`src/rtl/adder_share_arb.sv`:
```
// adder_share_arb: two-requester round-robin front end for one shared external adder.
// Define ADDER_SELF_CHECK_EN to check the adder result against a local sum.
module adder_share_arb #(
    parameter int n = 16
) (
    input  logic         clk,
    input  logic         rst_n,
    input  logic [1:0]   req_valid,
    output logic [1:0]   req_ready,
    input  logic [2*n-1:0] req_a,
    input  logic [2*n-1:0] req_b,
    input  logic [1:0]   req_cin,
    output logic [n-1:0] add_a,
    output logic [n-1:0] add_b,
    output logic         add_cin,
    input  logic [n-1:0] add_s,
    input  logic         add_cout,
    input  logic         add_prop,
    input  logic         add_gen,
    output logic         res_valid,
    input  logic         res_ready,
    output logic [n-1:0] res_s,
    output logic         res_cout,
    output logic         res_prop,
    output logic         res_gen,
    output logic         res_id,
    output logic         busy,
    output logic         err_flag,
    output logic [15:0]  err_cnt
);
    typedef enum logic [1:0] {IDLE, EXEC, DONE} state_t;
    state_t state, state_nx;
    logic last_gnt, gnt, op_cin, accept;
    logic [n-1:0] op_a, op_b;
    always_comb begin
        gnt = (&req_valid) ? ~last_gnt : req_valid[1];
        accept = state == IDLE && |req_valid;
        req_ready = (accept && rst_n) ? (gnt ? 2'b10 : 2'b01) : 2'b00;
        state_nx = state;
        unique case (state)
            IDLE: if (|req_valid) state_nx = EXEC;
            EXEC: state_nx = DONE;
            DONE: if (res_ready) state_nx = IDLE;
            default: state_nx = IDLE;
        endcase
    end
    assign add_a = op_a;
    assign add_b = op_b;
    assign add_cin = op_cin;
    assign res_valid = state == DONE;
    assign busy = state != IDLE;
    always_ff @(posedge clk) begin
        if (!rst_n) begin
            state <= IDLE;
            last_gnt <= 1'b1;
            op_a <= '0;
            op_b <= '0;
            op_cin <= 1'b0;
            res_s <= '0;
            res_cout <= 1'b0;
            res_prop <= 1'b0;
            res_gen <= 1'b0;
            res_id <= 1'b0;
        end else begin
            state <= state_nx;
            if (accept) begin
                op_a <= gnt ? req_a[n +: n] : req_a[0 +: n];
                op_b <= gnt ? req_b[n +: n] : req_b[0 +: n];
                op_cin <= req_cin[gnt];
                res_id <= gnt;
                last_gnt <= gnt;
            end
            if (state == EXEC) begin
                res_s <= add_s;
                res_cout <= add_cout;
                res_prop <= add_prop;
                res_gen <= add_gen;
            end
        end
    end
`ifdef ADDER_SELF_CHECK_EN
    logic [n:0] ref_sum;
    assign ref_sum = {1'b0, op_a} + {1'b0, op_b} + {{n{1'b0}}, op_cin};
    always_ff @(posedge clk) begin
        if (!rst_n) begin
            err_flag <= 1'b0;
            err_cnt <= '0;
        end else if (state == EXEC && {add_cout, add_s} != ref_sum) begin
            err_flag <= 1'b1;
            if (err_cnt != 16'hFFFF) err_cnt <= err_cnt + 16'd1;
        end
    end
`else
    assign err_flag = 1'b0;
    assign err_cnt = '0;
`endif
endmodule

```
`config.mk`:
```
export PLATFORM = sky130hd
export DESIGN_NAME = adder_share_arb
export DESIGN_NICKNAME = d
export VERILOG_FILES = /design/src/rtl/adder_share_arb.sv
export SDC_FILE = /design/constraint.sdc
export NUM_CORES = 1
export LEC_CHECK = 0
export ABC_AREA = 1
export CORE_ASPECT_RATIO = 0.75
export CORE_MARGIN = 2
export CORE_UTILIZATION = 42
export DETAILED_ROUTE_END_ITERATION = 10
export PLACE_DENSITY = 0.93
export SLEW_MARGIN = 5
export SYNTH_ARGS = -nofsm -noshare
export SYNTH_HDL_FRONTEND = slang
export SYNTH_SLANG_ARGS = --single-unit
```
`constraint.sdc`:
```
create_clock -name clk -period 2.05 [get_ports clk]
set_input_delay 0.41 -clock clk [delete_from_list [all_inputs] [get_ports clk]]
set_output_delay 0.41 -clock clk [all_outputs]
set_load 0.01 [all_outputs]
```
==> impl_metrics.toml, run 1 <==
# implementation run metrics
[status]
status = "finished, final reports clean"

[floorplan]
die_h_microns = 76.3
pin_count = 164
fp_util_pct = 43.1
die_area_sq_um = 7670
rows = 26
die_w_microns = 100
core_sq_um = 6800

[run]
drv_cap = 0
tool_warnings = 26

[yosys]
ys_cells = 449
synth_area_sq_um = 2930
synth-warning-count = 0
yosysChipArea_sq_um = 2930
ys_ff = 56
yosysUniqueCellTypes = 21
postSynthSeqShare_pct = 38.3
syn_inst = 449
syn_area_per_cell_sq_um = 6.53

[final_timing]
fmax_mhz = 529
min_period_ns = 1.89
hold_viol = 0
fin_ws_ns = 0.160
grt_setup_unrepaired = "no"
slew_headroom_pct = 57.7
drv_slew = 0
worst_pin_slew_ns = 0.634
worst_hold_slack_ns = 0.404
finalClockSkew_ns = 0.00716
finalSetupViolations = 0

[final_layout]
nets = 670
fillers = 596
lay_top_cells = "142 x clkdlybuf4s50_1, 109 x nor2_1, 103 x nand2_1"
layout.cells.non_filler = 665
drive_above_1_share_pct = 3.96
mostFrequentLayoutCell = "clkdlybuf4s50_1"
area_growth_pct = 50.1
num_antenna_cells = 0

[clock_network]
cts_tree = "built"
cts_max_level = 2
clock_sinks = 56
numCtsBuffers = 5
ctsHoldBuffers = 0
cts.reportedPaths.clkPinSlew_ns = 0.10
post_cts_buffers = 0

[placement]
portBuffers = 146
dp_slack_ns = -0.246
hpwl_microns = 5760
dp.cells = 657

[routing]
wire_per_inst_microns = 12.1
drt_first_pass_iters = 6
antenna_left = 0
routed_wl_microns = 8080
drt_iter0_drc = 86

[grt]
grt_pass1_vias = 2859
grt_max_degree = 67
grt_overflow_total = 0
grt_pass1_wl_microns = 13100
antenna_found_initial = 0

[power]
power.density_nw_per_um2 = 659

[setup_path]
worst_setup_path_start_kind = "input pin"
path_max_fanout = 3
cp-end-kind = "output port"
crit_type = "input pin to output port"
crit_required_ns = 1.64
arrival_ns = 1.48
slowest_delay_ns = 0.52

[hold_path]
min_path_type = "input pin to flip-flop"
run 1: flip-flops by register name (all words and copies together) (netlist names):
| name | cells |
|---|---|
| add_a | 16 |
| add_b | 16 |
| add_cin | 1 |
| last_gnt | 1 |
| res_cout | 1 |
| res_gen | 1 |
| res_id | 1 |
| res_prop | 1 |
| res_s | 16 |
| state | 2 |
run 1: cell type report:
class,count,area (sq um),share of cell area [%]
clock buffer,8,90.1,2.05
inverter,38,143,3.24
multi-input combinational,324,1430,32.5
sequential,56,1120,25.5
tap,84,105,2.39
timing repair buffer,155,1510,34.3
run 1: worst paths after layout:
| path | cells past startpoint | to | slack [ns] | from |
|---|---|---|---|---|
| setup / recovery | 5 | req_ready[0] | 0.16 | req_valid[0] |
| hold / removal | 3 | state[0]$_SDFFE_PN0P_ | 0.40 | rst_n |
| setup reg to reg | 6 | res_gen$_SDFFE_PN0N_ | 0.59 | state[0]$_SDFFE_PN0P_ |
| hold reg to reg | 2 | res_id$_SDFFE_PN0P_ | 0.51 | res_id$_SDFFE_PN0P_ |
run 1: synthesized netlist by cell type:
| cell | instances | area [sq um] |
|---|---|---|
| inv_1 | 38 | 143 |
| nand3_1 | 35 | 175 |
| o21ai_0 | 19 | 95.1 |
| buf_2 | 3 | 15.0 |
| nand2_1 | 104 | 390 |
| nor2_4 | 1 | 11.3 |
| o21ai_1 | 1 | 5.00 |
| a21boi_0 | 28 | 210 |
| o21ai_2 | 1 | 8.76 |
| and2_1 | 1 | 6.26 |
| clkbuf_1 | 13 | 48.8 |
| conb_1 | 1 | 3.75 |
| nor2_2 | 1 | 6.26 |
| a21boi_1 | 5 | 37.5 |
| clkbuf_2 | 1 | 5.00 |
| dfxtp_1 | 56 | 1120 |
| buf_6 | 1 | 11.3 |
| nor2_1 | 109 | 409 |
| buf_4 | 29 | 218 |
| nor3_1 | 1 | 5.00 |
| a21oi_1 | 1 | 5.00 |
run 1: layer usage:
| metal | wire [microns] | share of wire (%) | GRT usage, % |
|---|---|---|---|
| met2 | 3800 | 47 | 35.0 |
| met4 | 122 | 1.5 | 6.16 |
| met1 | 3510 | 43 | 25.5 |
| met3 | 644 | 8.0 | 6.51 |
| met5 | 0 | 0 | 0 |
run 1: worst max-delay path, delay by kind of cell:
family / cells / cell delay [ns]
buffers and inverters: 2 / 0.68
AND/OR/NAND/NOR: 3 / 0.38
run 1: per-stage QoR:
stage               power (mW)  util, %
global route              3.09     64.7
finish                    2.90     64.7
floorplan                 1.83        -
detailed placement        2.31     63.5
global placement          2.27     63.5
CTS                       2.92     64.8
run 1: timing repair:
item,in CTS,in global routing
gates resized,2,4
pin swaps,0,0
endpoints found under the setup margin,2,2
run 1: cells by family after synthesis:
group	Yosys count	share of synthesized area, %
compound gates	55	12.3
simple gates	252	34.2
flops	56	38.3
other cells	1	0.128
buf+inv	85	15.0
run 1: power by group:
group	switching [mW]	internal (mW)	total [mW]	leakage, nW
Combinational	0.483	0.515	0.998	1.48
Clock	0.345	0.277	0.622	0.0455
Sequential	0.0627	1.21	1.28	0.464
run_1/flops_by_reg.png
(3 px per micron)
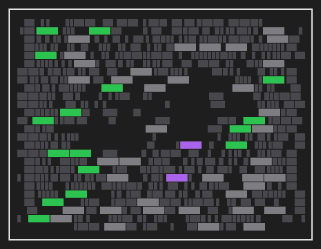
[`add_a`] green | sequential cells: 16 | where: all over the die
[`state`] purple | sequential cells: 2
not colored: 38
power in sequential cells: 1.28 mW
Storage cell area: 1120 sq um
Finished Core Util: 64.7%

run_1/congestion.png
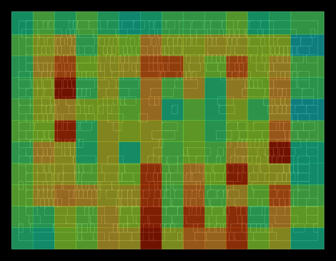
total track usage: 20.8%
M2 GR Usage: 35.0%

run_1/wires.png
(4 px per micron)
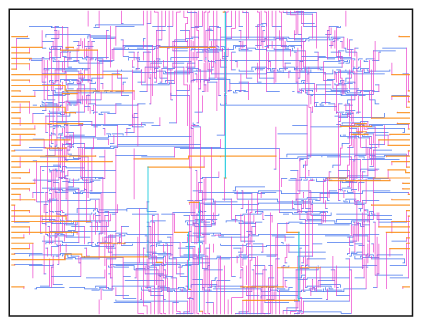
[metal 2] magenta | wire length: 3800 microns
[metal 4] cyan | wire length: 122 microns
[metal 3] orange | wire length: 644 microns
[metal 1] blue | wire length: 3510 microns

run_1/io_fan.png
(4 px per micron)
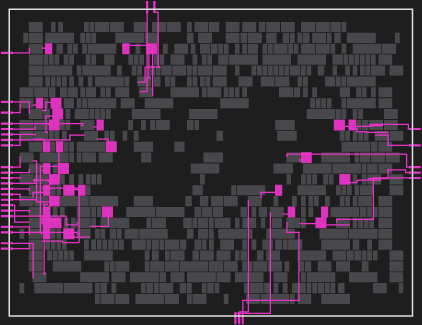
[`req_a`] magenta | bits: 32 | direction: input | edge: 22 left, 5 right, 3 bottom, 2 top | end cells: 32 | buffers: 32 | wire: 672 microns

## Run 2: what changed since run 1
--- a/config.mk
+++ b/config.mk
@@ -6,6 +6,7 @@
 export NUM_CORES = 1
 export LEC_CHECK = 0
 export ABC_AREA = 1
+export CAP_MARGIN = 10
 export CORE_ASPECT_RATIO = 0.75
 export CORE_MARGIN = 2
 export CORE_UTILIZATION = 42
run_2/io_fan.png
(4 px per micron)
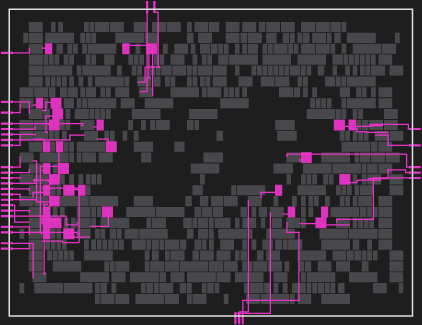
[`req_a`] magenta | bits: 32 | direction: input | edge: 22 left, 5 right, 3 bottom, 2 top | end cells: 32 | buffers: 32 | wire: 672 microns

==> impl_metrics.toml, run 2 <==
# implementation run metrics
[status]
status = "finished, final reports clean"

[setup_path]
arrival_ns = 1.48
path_max_fanout = 3
crit_required_ns = 1.64
crit_slowest_cell = "clkdlybuf4s50_1"
slowest_delay_ns = 0.52
worstPathCellList = "clkdlybuf4s50_1 -> nand2_2 -> and2_1 -> nor3_1 -> clkbuf_2"
worst_setup_path_start_kind = "input pin"
crit_type = "input pin to output port"
cp-end-kind = "output port"

[power]
switchingPower_uw = 890
power.density_nw_per_um2 = 659
p_leak_nw = 1.99
p_comb_share_pct = 34.4
vdd_ir_drop_max_mv = 0.302
swShare_pct = 30.7
intPower_mw = 2.01
pwr-share-seq_pct = 44.1
clkPwrFrac_pct = 21.5

[routing]
viasPerCell = 4.68
wire_per_inst_microns = 12.1
vias = 3111
antenna_left = 0
routed_wl_microns = 8080
drt_first_pass_iters = 6
drc = 0
drt_iter0_drc = 86

[placement]
hpwl_microns = 5760
portBuffers = 146
dp_slack_ns = -0.246
gp_congestion = 0.762

[floorplan]
fp_util_pct = 43.1
die_area_sq_um = 7670
die_h_microns = 76.3
die_w_microns = 100
core_sq_um = 6800
pin_count = 164
rows = 26

[yosys]
ys_ff = 56
postSynthSeqShare_pct = 38.3
yosysUniqueCellTypes = 21
synth_area_sq_um = 2930
yosysTopAreaCell = "dfxtp_1"
synth-warning-count = 0
topCellsByArea = "dfxtp_1 38%, nor2_1 14%, nand2_1 13%, buf_4 7.4%, a21boi_0 7.2%"
edf_count = 0
yosysChipArea_sq_um = 2930
ff_type = "dfxtp_1"
syn_inst = 449
most_common_cell = "nor2_1"
ys_cells = 449
netlist.area_leader.share_pct = 38.3
synthTopCellsByCount = "109 x nor2_1, 104 x nand2_1, 56 x dfxtp_1"
syn_area_per_cell_sq_um = 6.53
ys_async_sr_fraction_pct = 0

[final_layout]
mostFrequentLayoutCell = "clkdlybuf4s50_1"
drive_above_1_share_pct = 3.96
nets = 670
area_growth_pct = 50.1
num_antenna_cells = 0
lay_top_cells = "142 x clkdlybuf4s50_1, 109 x nor2_1, 103 x nand2_1"
fin_util_pct = 64.7
fillers = 596

[final_timing]
hold_viol = 0
fmax_mhz = 529
drv_slew = 0
grt_setup_unrepaired = "no"
fin_crit_sh_pct = 92.2
finalSetupViolations = 0
finalClockSkew_ns = 0.00716
fin_ws_ns = 0.160
slew_headroom_pct = 57.7
worst_pin_slew_ns = 0.634
min_period_ns = 1.89

[clock_network]
ctsHoldBuffers = 0
post_cts_buffers = 0
clockRootBuffer = "clkbuf_8"
cts_tree = "built"
cts_max_level = 2
clock_sinks = 56
cts.reportedPaths.clkPinSlew_ns = 0.10
clockBufferDepth = 2
insertion_delay_ns = 0.30
numCtsBuffers = 5
ctsResizeCount = 2

[grt]
grt_pass1_vias = 2859
grtUsageTotal_pct = 20.8
grt_pass1_wl_microns = 13100
grt_max_degree = 67
antenna_found_initial = 0
grt_overflow_total = 0

[run]
drv_cap = 0
tool_warnings = 26

[hold_path]
min_path_type = "input pin to flip-flop"
run_2/flops_by_reg.png
(3 px per micron)
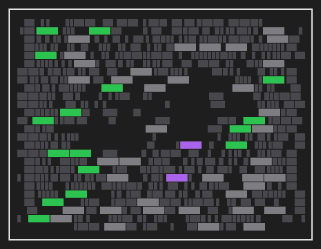
[`add_a`] green | sequential cells: 16 | where: all over the die
[`state`] purple | sequential cells: 2
sequential share of cell area: 25.5%

-- run 2: cell counts in the layout (fill, tap and decap cells not counted) --
Identical to the previous run, type by type.
-- run 2: cell type report --
class                           instances  area (sq um)  area share [%]
Multi-Input combinational cell        324          1430            32.5
Tap cell                               84           105            2.39
Timing Repair Buffer                  155          1510            34.3
Sequential cell                        56          1120            25.5
Inverter                               38           143            3.24
Clock buffer                            8          90.1            2.05
-- run 2: layer usage --
| metal | GRT usage (%) | vias up | share of wire [%] | routed length [microns] |
|---|---|---|---|---|
| met2 | 35.0 | 120 | 47 | 3800 |
| met5 | 0 | - | 0 | 0 |
| met3 | 6.51 | 10 | 8.0 | 644 |
| met4 | 6.16 | 0 | 1.5 | 122 |
| li1 | - | 1604 | - | - |
| met1 | 25.5 | 1377 | 43 | 3510 |
-- run 2: worst paths after layout --
check                        start               endpoint  slack [ns]  depth (start not counted)
max                   req_valid[0]           req_ready[0]        0.16                          5
min                          rst_n  state[0]$_SDFFE_PN0P_        0.40                          3
max reg2reg  state[0]$_SDFFE_PN0P_   res_gen$_SDFFE_PN0N_        0.59                          6
min reg2reg    res_id$_SDFFE_PN0P_    res_id$_SDFFE_PN0P_        0.51                          2
-- run 2: through the flow --
step	instance area (sq um)	TNS, ns	power, mW	hold WS [ns]	std cells
2_1_floorplan	2990	0	1.83	0.429	465
3_3_place_gp	4320	-0.411	2.27	0.461	657
3_5_place_dp	4320	-0.457	2.31	0.488	657
4_1_cts	4410	0	2.92	0.396	665
5_1_grt	4400	0	3.09	0.423	665
6_report	4400	0	2.90	0.404	665
-- run 2: cells by family after synthesis --
logic type	Yosys count	share of synthesized area, %
other	1	0.128
buffers and inverters	85	15.0
and+or+nand+nor	252	34.2
AOI/OAI and AO/OA	55	12.3
DFF	56	38.3
-- run 2: critical path: cells and delay by family --
family | cells | cell delay [ns]
buffers and inverters | 2 | 0.68
AND/OR/NAND/NOR | 3 | 0.38
-- run 2: power groups by stage --
stage | Combinational (mW) | Sequential (mW) | Clock [mW]
after floorplan | 0.478 | 1.36 | 0
after global placement | 0.975 | 1.30 | 0
after detailed placement | 1.00 | 1.30 | 0
after CTS | 1.01 | 1.28 | 0.641
after global routing | 1.11 | 1.29 | 0.689
final | 0.998 | 1.28 | 0.622
run_2/io_placement.png
(3 px per micron) Pins as bars across the die edge, other pins in gray.
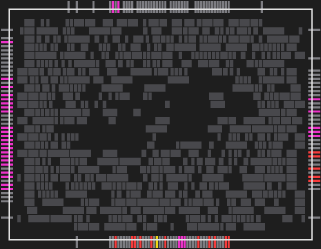

## Run 3: what changed since run 2
==> constraint.sdc (replaced) <==
create_clock -name clk -period 2.05 [get_ports clk]
set_input_delay 0.41 -clock clk [delete_from_list [all_inputs] [get_ports clk]]
set_output_delay 0.41 -clock clk [all_outputs]
set_load 0.1 [all_outputs]
run_3/io_placement.png
(3 px per micron) Pins as bars across the die edge, other pins in gray.
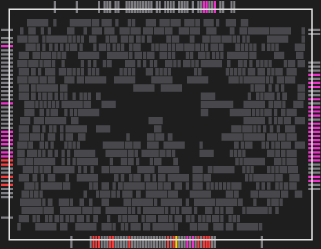
[`res_s`] red | pins: 16 | direction: output | edge: 12 bottom, 4 left
[`req_a`] magenta | pins: 32 | direction: input | edge: 19 right, 8 left, 3 top, 2 bottom
[`res_id`] yellow | pins: 1 | direction: output | edge: bottom

==> impl_metrics.toml, run 3 <==
# implementation run metrics
[final_timing]
finalSetupViolations = 0
drv_slew = 0
fin_crit_sh_pct = 87.3
fin_ws_ns = 0.261
worst_hold_slack_ns = 0.484
finalClockSkew_ns = 0.00714
worst_pin_slew_ns = 0.572
slew_headroom_pct = 61.8
grt_setup_unrepaired = "no"
min_period_ns = 1.79
hold_viol = 0
fmax_mhz = 559

[yosys]
topCellsByArea = "dfxtp_1 38%, nor2_1 14%, nand2_1 13%, buf_4 7.4%, a21boi_0 7.2%"
syn_inst = 449
ff_type = "dfxtp_1"
edf_count = 0
most_common_cell = "nor2_1"
netlist.area_leader.share_pct = 38.3
ys_cells = 449
ys_ff = 56
yosysTopAreaCell = "dfxtp_1"
yosysUniqueCellTypes = 21
syn_area_per_cell_sq_um = 6.53
synth-warning-count = 0
ys_async_sr_fraction_pct = 0
postSynthSeqShare_pct = 38.3
synth_area_sq_um = 2930
yosysChipArea_sq_um = 2930
synthTopCellsByCount = "109 x nor2_1, 104 x nand2_1, 56 x dfxtp_1"

[routing]
drt_iter0_drc = 72
vias = 3078
antenna_left = 0
viasPerCell = 4.63
drc = 0
drt_first_pass_iters = 4
routed_wl_microns = 7770
wire_per_inst_microns = 11.7

[setup_path]
path_max_fanout = 3
worstPathCellList = "dlygate4sd2_1 -> nand2_2 -> and2_1 -> nand2_1 -> nor2_4 -> buf_12"
crit_slowest_cell = "dlygate4sd2_1"
crit_required_ns = 1.64
path_buffers = 2
r2r_start = "state[0]$_SDFFE_PN0P_"
arrival_ns = 1.38
worst_setup_path_start_kind = "input pin"
crit_type = "input pin to output port"
r2r_setup_slack_ns = 0.65
reg2reg_to = "res_s[6]$_SDFFE_PN0N_"
reg2regPathDepth = 6
slowest_delay_ns = 0.28
cp-end-kind = "output port"
cp_top_family = "simple AND/OR/NAND/NOR gates"

[clock_network]
post_cts_buffers = 0
insertion_delay_ns = 0.30
ctsHoldBuffers = 0
cts_tree = "built"
clockRootBuffer = "clkbuf_8"
cts.reportedPaths.clkPinSlew_ns = 0.10
clockBufferDepth = 2
clock_sinks = 56
numCtsBuffers = 5
cts_max_level = 2

[placement]
dp_slack_ns = -0.00749
gp_congestion = 0.756
hpwl_microns = 5680
portBuffers = 146

[floorplan]
die_w_microns = 100
fp_util_pct = 43.1
die_h_microns = 76.3
pin_count = 164
rows = 26
die_area_sq_um = 7670
core_sq_um = 6800

[run]
tool_warnings = 26
drv_cap = 0

[final_layout]
lay_top_cells = "107 x nor2_1, 102 x nand2_1, 86 x clkdlybuf4s50_1"
drive_above_1_share_pct = 14.3
nets = 670
mostFrequentLayoutCell = "nor2_1"
fillers = 620
area_growth_pct = 48.9
num_antenna_cells = 0

[hold_path]
hold_depth = 2
min_path_type = "flip-flop to flip-flop"
min_from = "last_gnt$_SDFFE_PN1P_"
hold_end = "last_gnt$_SDFFE_PN1P_"

[power]
p_leak_nw = 2.11
power.density_nw_per_um2 = 903
vdd_ir_drop_max_mv = 0.484

[grt]
grt_max_degree = 67
grt_pass1_wl_microns = 12800
met2_usage_pct = 35.9
grt_overflow_total = 0
grt_pass1_vias = 2908
antenna_found_initial = 0
use_met1_pct = 23.5

[status]
status = "finished, final reports clean"
run_3/congestion.png
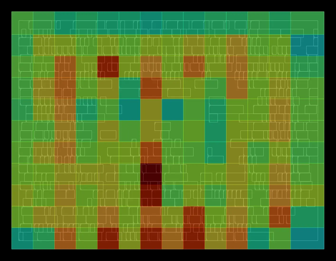
met3 Usage GRT: 5.96%
Finished Core Util: 64.2%
most used routing layer: met2
total track usage: 20.0%

run 3: cell counts after synthesis:
No cell type changed its count.
run 3: how the worst max path moves through the flow:
stage / startpoint / end / slack [ns] / cells after the start
2_1_floorplan: state[1]$_SDFFE_PN0P_ / req_ready[1] / 0.009 / 5
3_5_place_dp: req_valid[0] / req_ready[0] / -0.007 / 5
5_1_grt: state[0]$_SDFFE_PN0P_ / req_ready[1] / 0.18 / 6
3_3_place_gp: req_valid[0] / req_ready[0] / 0.03 / 5
4_1_cts: req_valid[0] / req_ready[1] / 0.25 / 6
6_report: req_valid[0] / req_ready[1] / 0.26 / 6
run 3: power breakdown:
part / internal, mW / leakage, nW / switching [mW]
clock network: 0.363 / 0.0552 / 0.340
registers: 1.21 / 0.464 / 0.0656
logic: 0.491 / 1.59 / 1.47
total: 2.07 / 2.11 / 1.87
run 3: final cells by class:
class | instances | area (sq um) | area share [%]
Clock buffer | 6 | 72.6 | 1.66
Sequential cell | 56 | 1120 | 25.7
Inverter | 38 | 143 | 3.27
Multi-Input combinational cell | 324 | 1460 | 33.5
Timing Repair Buffer | 155 | 1430 | 32.7
Tap cell | 84 | 105 | 2.41
Clock inverter | 2 | 35.0 | 0.803
run 3: worst reg2reg max path, cell delays in order, from the launching register on:
cell	delay [ns]
dfxtp_1	0.37
inv_1	0.08
nor2_2	0.07
buf_4	0.22
inv_1	0.29
nor2_1	0.20
nor2_1	0.07
run 3: kinds of logic after synthesis:
family / synth area share (%)
AOI/OAI and AO/OA: 12.3
buffers and inverters: 15.0
DFF: 38.3
other: 0.128
and+or+nand+nor: 34.2
run 3: per-stage QoR:
step	TNS [ns]	instances	power (mW)	instance area [sq um]
global placement	0	657	3.24	4260
detailed placement	-0.00749	657	3.27	4260
floorplan	0	465	2.82	3010
global route	0	665	4.14	4360
CTS	0	665	3.99	4360
finish	0	665	3.94	4360
run 3: timing repair:
item | in CTS | in global routing
setup endpoints to repair | 1 | 0
resized | 1 | 0
endpoints found under the hold margin | 0 | 0
run 3: routing by layer:
metal | up-vias | share of wire, %
met5 | - | 0
met4 | 0 | 1.1
met3 | 9 | 7.8
met2 | 105 | 49
met1 | 1365 | 42
li1 | 1599 | -
Power is estimated from default activity; no workload was simulated.
